===== src/rtl/qar_can_rx_mailbox_if.sv =====
// Frame-in / head-out bundle between the CAN deserialiser, the RX mailbox
// and the MMIO register block that drains it.
interface qar_can_rx_mailbox_if #(
  parameter int ID_WIDTH    = 11,
  parameter int NUM_FILTERS = 2
);
  localparam int HIT_W = $clog2(NUM_FILTERS);

  logic                frm_valid;
  logic [ID_WIDTH-1:0] frm_id;
  logic [3:0]          frm_dlc;
  logic [63:0]         frm_data;
  logic                rd_pop;
  logic                rd_valid;
  logic [ID_WIDTH-1:0] rd_id;
  logic [3:0]          rd_dlc;
  logic [63:0]         rd_data;
  logic [HIT_W-1:0]    rd_hit;
  logic [15:0]         rd_tstamp;

  modport master (
    output frm_valid, frm_id, frm_dlc, frm_data, rd_pop,
    input  rd_valid, rd_id, rd_dlc, rd_data, rd_hit, rd_tstamp
  );

  modport slave (
    input  frm_valid, frm_id, frm_dlc, frm_data, rd_pop,
    output rd_valid, rd_id, rd_dlc, rd_data, rd_hit, rd_tstamp
  );
endinterface


===== src/rtl/qar_can_rx_mailbox.sv =====
// CAN RX mailbox: ID/mask acceptance filters feeding a DEPTH-frame show-ahead FIFO
// with saturating overflow counter. Define QAR_CAN_RX_TIMESTAMP_EN for capture timestamps.
module qar_can_rx_mailbox #(
  parameter int DEPTH       = 4,
  parameter int NUM_FILTERS = 2,
  parameter int ID_WIDTH    = 11
) (
  input  logic                           clk,
  input  logic                           rst_n,
  qar_can_rx_mailbox_if.slave            bus,
  input  logic                           flt_we,
  input  logic [$clog2(NUM_FILTERS)-1:0] flt_idx,
  input  logic                           flt_en,
  input  logic [ID_WIDTH-1:0]            flt_id,
  input  logic [ID_WIDTH-1:0]            flt_mask,
  output logic [$clog2(DEPTH):0]         count,
  output logic [7:0]                     ovf_cnt,
  input  logic                           ovf_clr,
  output logic                           irq
);
  localparam int HIT_W = $clog2(NUM_FILTERS);
  localparam int PTR_W = $clog2(DEPTH);
  localparam int CNT_W = PTR_W + 1;
  localparam logic [CNT_W-1:0] DEPTH_C = CNT_W'(DEPTH);

  logic                flt_en_q   [NUM_FILTERS];
  logic                flt_en_d   [NUM_FILTERS];
  logic [ID_WIDTH-1:0] flt_id_q   [NUM_FILTERS];
  logic [ID_WIDTH-1:0] flt_id_d   [NUM_FILTERS];
  logic [ID_WIDTH-1:0] flt_mask_q [NUM_FILTERS];
  logic [ID_WIDTH-1:0] flt_mask_d [NUM_FILTERS];

  logic [ID_WIDTH-1:0] mem_id_q   [DEPTH];
  logic [3:0]          mem_dlc_q  [DEPTH];
  logic [63:0]         mem_data_q [DEPTH];
  logic [HIT_W-1:0]    mem_hit_q  [DEPTH];

  logic [PTR_W-1:0] wr_ptr_q, wr_ptr_d;
  logic [PTR_W-1:0] rd_ptr_q, rd_ptr_d;
  logic [CNT_W-1:0] count_q, count_d;
  logic [7:0]       ovf_cnt_q, ovf_cnt_d;
  logic             rd_valid_q, rd_valid_d;

  logic             any_en_s, found_s, match_s, accept_s;
  logic [HIT_W-1:0] hit_s;
  logic             full_s, pop_s, push_s, ovf_s;

  // Acceptance: scan from the top so the lowest matching index is the last writer.
  always_comb begin
    any_en_s = 1'b0;
    found_s  = 1'b0;
    match_s  = 1'b0;
    hit_s    = '0;
    for (int k = NUM_FILTERS - 1; k >= 0; k--) begin
      match_s  = flt_en_q[k] && (((bus.frm_id ^ flt_id_q[k]) & flt_mask_q[k]) == '0);
      hit_s    = match_s ? HIT_W'(k) : hit_s;
      found_s  = found_s | match_s;
      any_en_s = any_en_s | flt_en_q[k];
    end
    accept_s = bus.frm_valid & (~any_en_s | found_s);
  end

  // Filter table next-state.
  always_comb begin
    flt_en_d   = flt_en_q;
    flt_id_d   = flt_id_q;
    flt_mask_d = flt_mask_q;
    if (flt_we && (int'(flt_idx) < NUM_FILTERS)) begin
      flt_en_d[flt_idx]   = flt_en;
      flt_id_d[flt_idx]   = flt_id;
      flt_mask_d[flt_idx] = flt_mask;
    end else begin
      flt_en_d = flt_en_q;
    end
  end

  // FIFO control: a pop frees the slot a full-FIFO push needs in the same cycle.
  always_comb begin
    full_s     = (count_q == DEPTH_C);
    pop_s      = bus.rd_pop & rd_valid_q;
    push_s     = accept_s & (~full_s | pop_s);
    ovf_s      = accept_s & full_s & ~pop_s;
    wr_ptr_d   = push_s ? (wr_ptr_q + PTR_W'(1)) : wr_ptr_q;
    rd_ptr_d   = pop_s ? (rd_ptr_q + PTR_W'(1)) : rd_ptr_q;
    count_d    = count_q + CNT_W'(push_s) - CNT_W'(pop_s);
    rd_valid_d = (count_d != '0);
    if (ovf_clr) begin
      ovf_cnt_d = {7'd0, ovf_s};
    end else if (ovf_s && (ovf_cnt_q != 8'hFF)) begin
      ovf_cnt_d = ovf_cnt_q + 8'd1;
    end else begin
      ovf_cnt_d = ovf_cnt_q;
    end
  end

  // Control and filter state registers.
  always_ff @(posedge clk or negedge rst_n) begin
    if (!rst_n) begin
      wr_ptr_q   <= '0;
      rd_ptr_q   <= '0;
      count_q    <= '0;
      ovf_cnt_q  <= 8'd0;
      rd_valid_q <= 1'b0;
      for (int k = 0; k < NUM_FILTERS; k++) begin
        flt_en_q[k]   <= 1'b0;
        flt_id_q[k]   <= '0;
        flt_mask_q[k] <= '0;
      end
    end else begin
      wr_ptr_q   <= wr_ptr_d;
      rd_ptr_q   <= rd_ptr_d;
      count_q    <= count_d;
      ovf_cnt_q  <= ovf_cnt_d;
      rd_valid_q <= rd_valid_d;
      flt_en_q   <= flt_en_d;
      flt_id_q   <= flt_id_d;
      flt_mask_q <= flt_mask_d;
    end
  end

  // Frame storage, deliberately without reset.
  always_ff @(posedge clk) begin
    if (push_s) begin
      mem_id_q[wr_ptr_q]   <= bus.frm_id;
      mem_dlc_q[wr_ptr_q]  <= bus.frm_dlc;
      mem_data_q[wr_ptr_q] <= bus.frm_data;
      mem_hit_q[wr_ptr_q]  <= hit_s;
    end
  end

`ifdef QAR_CAN_RX_TIMESTAMP_EN
  logic [15:0] tstamp_q, tstamp_d;
  logic [15:0] mem_ts_q [DEPTH];

  assign tstamp_d = tstamp_q + 16'd1;

  // Free-running capture timebase.
  always_ff @(posedge clk or negedge rst_n) begin
    if (!rst_n) begin
      tstamp_q <= 16'd0;
    end else begin
      tstamp_q <= tstamp_d;
    end
  end

  // Timestamp storage alongside the frame entries.
  always_ff @(posedge clk) begin
    if (push_s) begin
      mem_ts_q[wr_ptr_q] <= tstamp_q;
    end
  end

  assign bus.rd_tstamp = rd_valid_q ? mem_ts_q[rd_ptr_q] : 16'd0;
`else
  assign bus.rd_tstamp = 16'd0;
`endif

  assign bus.rd_valid = rd_valid_q;
  assign bus.rd_id    = rd_valid_q ? mem_id_q[rd_ptr_q]   : '0;
  assign bus.rd_dlc   = rd_valid_q ? mem_dlc_q[rd_ptr_q]  : 4'd0;
  assign bus.rd_data  = rd_valid_q ? mem_data_q[rd_ptr_q] : 64'd0;
  assign bus.rd_hit   = rd_valid_q ? mem_hit_q[rd_ptr_q]  : '0;
  assign count        = count_q;
  assign ovf_cnt      = ovf_cnt_q;
  assign irq          = rd_valid_q;
endmodule


===== src/flat_wrapper.sv =====
// flat-port wrapper written by rule: the top's interface ports become plain ports
module qar_can_rx_mailbox_flat 
#(
  parameter int DEPTH       = 4,
  parameter int NUM_FILTERS = 2,
  parameter int ID_WIDTH    = 11
)
  (clk, rst_n, flt_we, flt_idx, flt_en, flt_id, flt_mask, count, ovf_cnt, ovf_clr, irq, bus_frm_valid, bus_frm_id, bus_frm_dlc, bus_frm_data, bus_rd_pop, bus_rd_valid, bus_rd_id, bus_rd_dlc, bus_rd_data, bus_rd_hit, bus_rd_tstamp);
  qar_can_rx_mailbox_if #(.ID_WIDTH(ID_WIDTH), .NUM_FILTERS(NUM_FILTERS)) bus_i ();
  input  logic clk;
  input  logic rst_n;
  input  logic flt_we;
  input  logic [$clog2(NUM_FILTERS)-1:0] flt_idx;
  input  logic flt_en;
  input  logic [ID_WIDTH-1:0] flt_id;
  input  logic [ID_WIDTH-1:0] flt_mask;
  output logic [$clog2(DEPTH):0] count;
  output logic [7:0] ovf_cnt;
  input  logic ovf_clr;
  output logic irq;
  input wire logic [$bits(bus_i.frm_valid)-1:0] bus_frm_valid;
  input wire logic [$bits(bus_i.frm_id)-1:0] bus_frm_id;
  input wire logic [$bits(bus_i.frm_dlc)-1:0] bus_frm_dlc;
  input wire logic [$bits(bus_i.frm_data)-1:0] bus_frm_data;
  input wire logic [$bits(bus_i.rd_pop)-1:0] bus_rd_pop;
  output wire logic [$bits(bus_i.rd_valid)-1:0] bus_rd_valid;
  output wire logic [$bits(bus_i.rd_id)-1:0] bus_rd_id;
  output wire logic [$bits(bus_i.rd_dlc)-1:0] bus_rd_dlc;
  output wire logic [$bits(bus_i.rd_data)-1:0] bus_rd_data;
  output wire logic [$bits(bus_i.rd_hit)-1:0] bus_rd_hit;
  output wire logic [$bits(bus_i.rd_tstamp)-1:0] bus_rd_tstamp;
  assign bus_i.frm_valid = bus_frm_valid;
  assign bus_i.frm_id = bus_frm_id;
  assign bus_i.frm_dlc = bus_frm_dlc;
  assign bus_i.frm_data = bus_frm_data;
  assign bus_i.rd_pop = bus_rd_pop;
  assign bus_rd_valid = bus_i.rd_valid;
  assign bus_rd_id = bus_i.rd_id;
  assign bus_rd_dlc = bus_i.rd_dlc;
  assign bus_rd_data = bus_i.rd_data;
  assign bus_rd_hit = bus_i.rd_hit;
  assign bus_rd_tstamp = bus_i.rd_tstamp;
  qar_can_rx_mailbox #(.DEPTH(DEPTH), .NUM_FILTERS(NUM_FILTERS), .ID_WIDTH(ID_WIDTH)) u_core (.clk(clk), .rst_n(rst_n), .bus(bus_i), .flt_we(flt_we), .flt_idx(flt_idx), .flt_en(flt_en), .flt_id(flt_id), .flt_mask(flt_mask), .count(count), .ovf_cnt(ovf_cnt), .ovf_clr(ovf_clr), .irq(irq));
endmodule

===== config.mk =====
export PLATFORM = sky130hd
export DESIGN_NAME = qar_can_rx_mailbox_flat
export DESIGN_NICKNAME = d
export VERILOG_FILES = /design/src/rtl/qar_can_rx_mailbox_if.sv /design/src/rtl/qar_can_rx_mailbox.sv /design/src/flat_wrapper.sv
export SDC_FILE = /design/constraint.sdc
export NUM_CORES = 1
export LEC_CHECK = 0
export CAP_MARGIN = 20
export CORE_MARGIN = 2
export CORE_UTILIZATION = 60
export DETAILED_ROUTE_END_ITERATION = 10
export DONT_BUFFER_PORTS = 1
export GPL_TIMING_DRIVEN = 0
export PLACE_DENSITY = 0.76
export SLEW_MARGIN = 20
export SYNTH_ARGS = -nofsm -noshare
export SYNTH_HDL_FRONTEND = slang
export SYNTH_SLANG_ARGS = --single-unit

===== constraint.sdc =====
create_clock -name clk -period 6.2 [get_ports clk]
set_clock_uncertainty 0.1 [all_clocks]
set_input_delay 1.24 -clock clk [delete_from_list [all_inputs] [get_ports clk]]
set_output_delay 1.24 -clock clk [all_outputs]
set_load 0.1 [all_outputs]

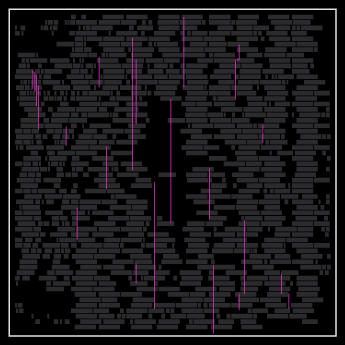
*M4 wires*
Scale: 2 px per um.
main direction: vertical
longest straight run: 66.0 um
nets with wire on the layer: 14
total detailed-routing wirelength: 28500 um
count of vias placed by the detailed router: 6985

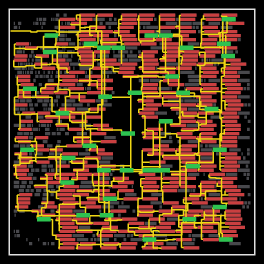
*Routed clock nets over the placement*
Scale: 1.5 px per um.
[flip-flops] red | count: 382
[clock-net drivers] green | count: 38
[clock wires] yellow | length: 3880 um
flops lie: all over the die
Late-Pin Clk Latency: 0.51 ns

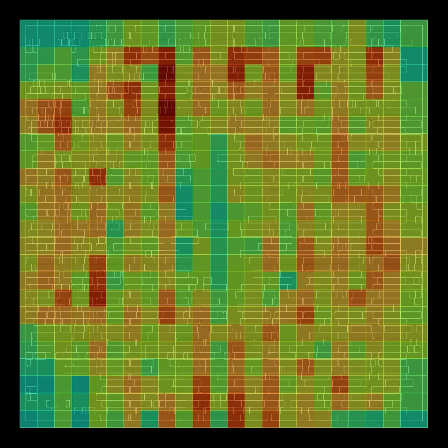
*Track usage over the die*
final design utilization: 0.685
met2 layer usage reported by global route: 0.392
post-detailed-route wirelength per cell: 24.0 um

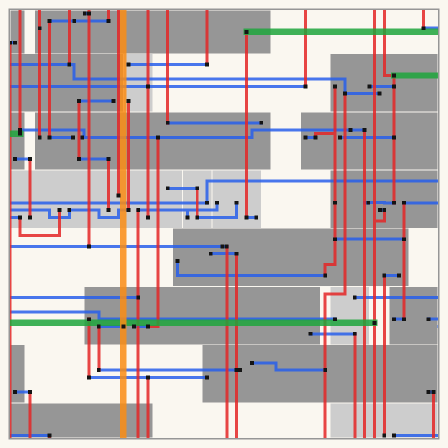
*Layout detail*
Window x 112 to 132, y 31 to 51 um. Cells in gray, sequential cells in the stronger gray; small squares are vias.
[M1] blue
[M4] orange
[M3] green
[M2] red
most frequent: edfxtp_1 (7), mux4_2 (2), clkbuf_1 (2)
cells with their middle in the window: 13
sequential cells in the window: 7
netlist names of flops here include: u_core.mem_data_q (7)

==> results.txt <==
Latest figures from synthesis and place and route.

TritonCTS built the clock tree. The cell type that accounts for the most area after synthesis is sky130_fd_sc_hd__edfxtp_1. The net count of the finished layout is about 950. The worst setup path is of the flip-flop to output pin kind. The worst register-to-register path depth is 7.

The vertical die dimension is 163 um. The total I/O pin count is 218. Of the post-synthesis cell area, the dominant cell type holds 0.637. Among all flip-flop cells after synthesis, the most frequent one is sky130_fd_sc_hd__edfxtp_1. Summing every instance area after synthesis gives between 15000 and 20000 um2. In this run, post-CTS repair resized a total of 0 instances. The combined global-route utilization of all metal layers is 0.220.

The number of sinks handled by clock tree synthesis is roughly 380. The fraction of registers with async set/reset is 0.162. TritonRoute reported its final design rule violation total as 0. The number of antenna violations at the first check in global routing is 0. In the final layout, the share of cells above drive strength 1 is 0.268.

The data required time at the worst endpoint is 4.86 ns. The maximum root-to-sink buffer count is 3. The transition at the pin with the smallest max-transition slack is about 1.1 ns.

STA reports the tightest min-delay check as being of type primary input to async pin. At the end of routability-driven placement, the weighted congestion stood at approximately 0.78. The remaining max-slew budget at the tightest pin is 0.289.

The maximum number of pins on one net before global-route repair is 63. The average vias per placed instance is roughly 6. The iteration tally of the first detailed-router pass is 5.

The post-placement setup slack is 1.87 ns. The setup slack of the most critical reg-to-reg path is 2.33 ns. The launch point of the worst register-to-register path is recorded as u_core.bus.rd_valid. The layout stage reports a final design area of between 15000 and 20000 um2.

The layout filler cell count is approximately 1600. After synthesis, the design contains 762 cells according to Yosys. The first global-routing pass estimated 43200 um of wire. The HPWL after detailed placement is just under 20000 um. The final hold violation count recorded for this run is 0.

The final tally of setup violations is 0. The global route stage reports its total congestion overflow as 0.

In this run, post-CTS hold repair placed 0 buffers. The flow ran to the end, and the final reports show no timing, DRC or antenna violations. The total negative setup slack is 0 ns.

The number of levels in the clock H-tree is 2. The unique cell type count in the Yosys netlist is 36. The final period utilization is 0.744.

The tally of non-filler cells in the final layout is 1188. By count the netlist is led by sky130_fd_sc_hd__edfxtp_1, sky130_fd_sc_hd__and2_1, sky130_fd_sc_hd__mux4_2. The area of the chip is ~26000 um2.

Setup repair after global routing left no endpoint under its margin. The register bit total from synthesis is 382. The endpoint identified for the worst register-to-register timing path is u_core.mem_data_q[0][26]. The area of the core is 25000 um2.

After floorplanning, the core was divided into 58 placement rows. Detailed-route iteration 0 reported a violation count of 586. In the post-route analysis, the smallest setup slack over all paths is 1.59 ns. Buffers placed on the I/O ports in this run total 0. For this run, the chip area from Yosys synthesis comes to 15100 um2.

The area growth from synthesis to layout is 13.4%. The highest attainable clock frequency is 0.217 GHz. Once the clock tree was built, the setup fixing pass inserted 0 buffers. Counting the warning lines in the Yosys log gives 0. The cell at the root of the clock tree is sky130_fd_sc_hd__clkbuf_16. The fraction of the core area occupied by cells at floorplan is 0.605. The synthesized netlist handed to floorplanning was reported with a cell count of 762. The number of diodes is 0. Once detail routing completed, the nets flagged for antenna violations numbered 0. The startpoint type of the worst setup path is a flip-flop. The number of global-route vias before repair came to 7498. The smallest clock period supported by the final layout is computed as approximately 4.6 ns.

The smallest hold slack is between 0.3 and 0.4 ns. The logs give a warning total of 31. For reference, the top cells by area after synthesis are sky130_fd_sc_hd__edfxtp_1, sky130_fd_sc_hd__mux4_2, sky130_fd_sc_hd__dfrtp_1. In this run the horizontal extent of the chip is around 160 um. Per Yosys stat, the portion of area used by sequential elements is 0.740. The number of maximum-capacitance violations recorded for the run is 0. The endpoint kind of the worst setup timing path is an output pin. The cell total after placement is ~1100.

By instance count, the leading cell after synthesis is sky130_fd_sc_hd__edfxtp_1. The highest net fanout along the worst path is 10. The clock buffer count from CTS is 38. For reference, the clock transition at the flip-flops on the worst setup and hold paths is 0.06 ns. The instance area after placement is about 16000 um2. Counting flops with a built-in enable in the synthesized netlist gives 320.

The data arrival at the endpoint of the critical path is 3.27 ns. The final-report max-slew violation count is 0. The per-instance average area after synthesis is 19.8 um2.
-- logic make-up after synthesis --
group	after synthesis	share of synthesized area
and+or+nand+nor	129	0.0502
xor gates and xnor gates	27	0.0157
AOI/OAI and AO/OA	21	0.00978
DFF	382	0.740
muxes	129	0.156
other	1	0.000248
buffers and inverters	65	0.0216
adders and majority gates	8	0.00713
-- flip-flops by register name, indices dropped and copies added, names as in the netlist --
| register | count |
|---|---|
| u_core.flt_en_q | 2 |
| u_core.bus.rd_valid | 1 |
| u_core.mem_hit_q | 4 |
| u_core.mem_data_q | 256 |
| u_core.mem_dlc_q | 16 |
| u_core.mem_id_q | 44 |
| u_core.flt_id_q | 22 |
| u_core.flt_mask_q | 22 |
| u_core.rd_ptr_q | 2 |
| u_core.count | 3 |
| u_core.wr_ptr_q | 2 |
| u_core.ovf_cnt | 8 |
-- worst max-delay path, stage by stage, from the launching register on --
cell and delay, ns:
sky130_fd_sc_hd__dfrtp_1 0.97, sky130_fd_sc_hd__buf_2 0.49, sky130_fd_sc_hd__clkbuf_1 0.39, sky130_fd_sc_hd__and2_1 0.90
-- worst max path at each step --
stage	end	slack, ns	depth (start not counted)	startpoint
4_1_cts	bus_rd_id[2]	1.52	3	u_core.bus.rd_valid
5_1_grt	bus_rd_data[42]	1.46	3	u_core.bus.rd_valid
3_5_place_dp	u_core.mem_data_q[0][30]	1.87	9	bus_frm_id[5]
6_report	bus_rd_id[6]	1.59	3	u_core.bus.rd_valid
2_1_floorplan	u_core.mem_data_q[0][0]	-0.04	7	bus_frm_id[3]
3_3_place_gp	u_core.mem_data_q[1][30]	-2.64	7	bus_frm_id[6]
-- layout by cell type, fill, tap and decap left out, types with 5 or more instances in the layout --
cell and n:
sky130_fd_sc_hd__buf_16 5, sky130_fd_sc_hd__dfrtp_1 62, sky130_fd_sc_hd__nor2_1 9, sky130_fd_sc_hd__and2_1 80
sky130_fd_sc_hd__inv_1 14, sky130_fd_sc_hd__xnor2_1 5, sky130_fd_sc_hd__mux2_2 48, sky130_fd_sc_hd__a22oi_1 10
sky130_fd_sc_hd__nand2_1 10, sky130_fd_sc_hd__buf_2 9, sky130_fd_sc_hd__buf_4 17, sky130_fd_sc_hd__ha_1 7
sky130_fd_sc_hd__clkinv_2 6, sky130_fd_sc_hd__xor2_1 22, sky130_fd_sc_hd__mux4_2 80, sky130_fd_sc_hd__clkbuf_1 38
sky130_fd_sc_hd__edfxtp_1 320, sky130_fd_sc_hd__buf_12 8, sky130_fd_sc_hd__clkbuf_16 41, sky130_fd_sc_hd__conb_1 16
sky130_fd_sc_hd__nand3_1 7
-- area by class of cell --
type	count	area, um2	area share
buffer	51	274	0.0160
clock buffer	57	1090	0.0635
clock inverter	11	136	0.00797
inverter	14	52.6	0.00307
multi-input combinational	330	3690	0.216
sequential	382	11200	0.652
tap	330	413	0.0241
timing repair buffer	13	298	0.0174
-- routing by layer --
metal  GRT usage  wire length, um
met3      0.0774             2470
met1       0.259            10400
met5           0                0
met2       0.392            15100
met4      0.0527              543
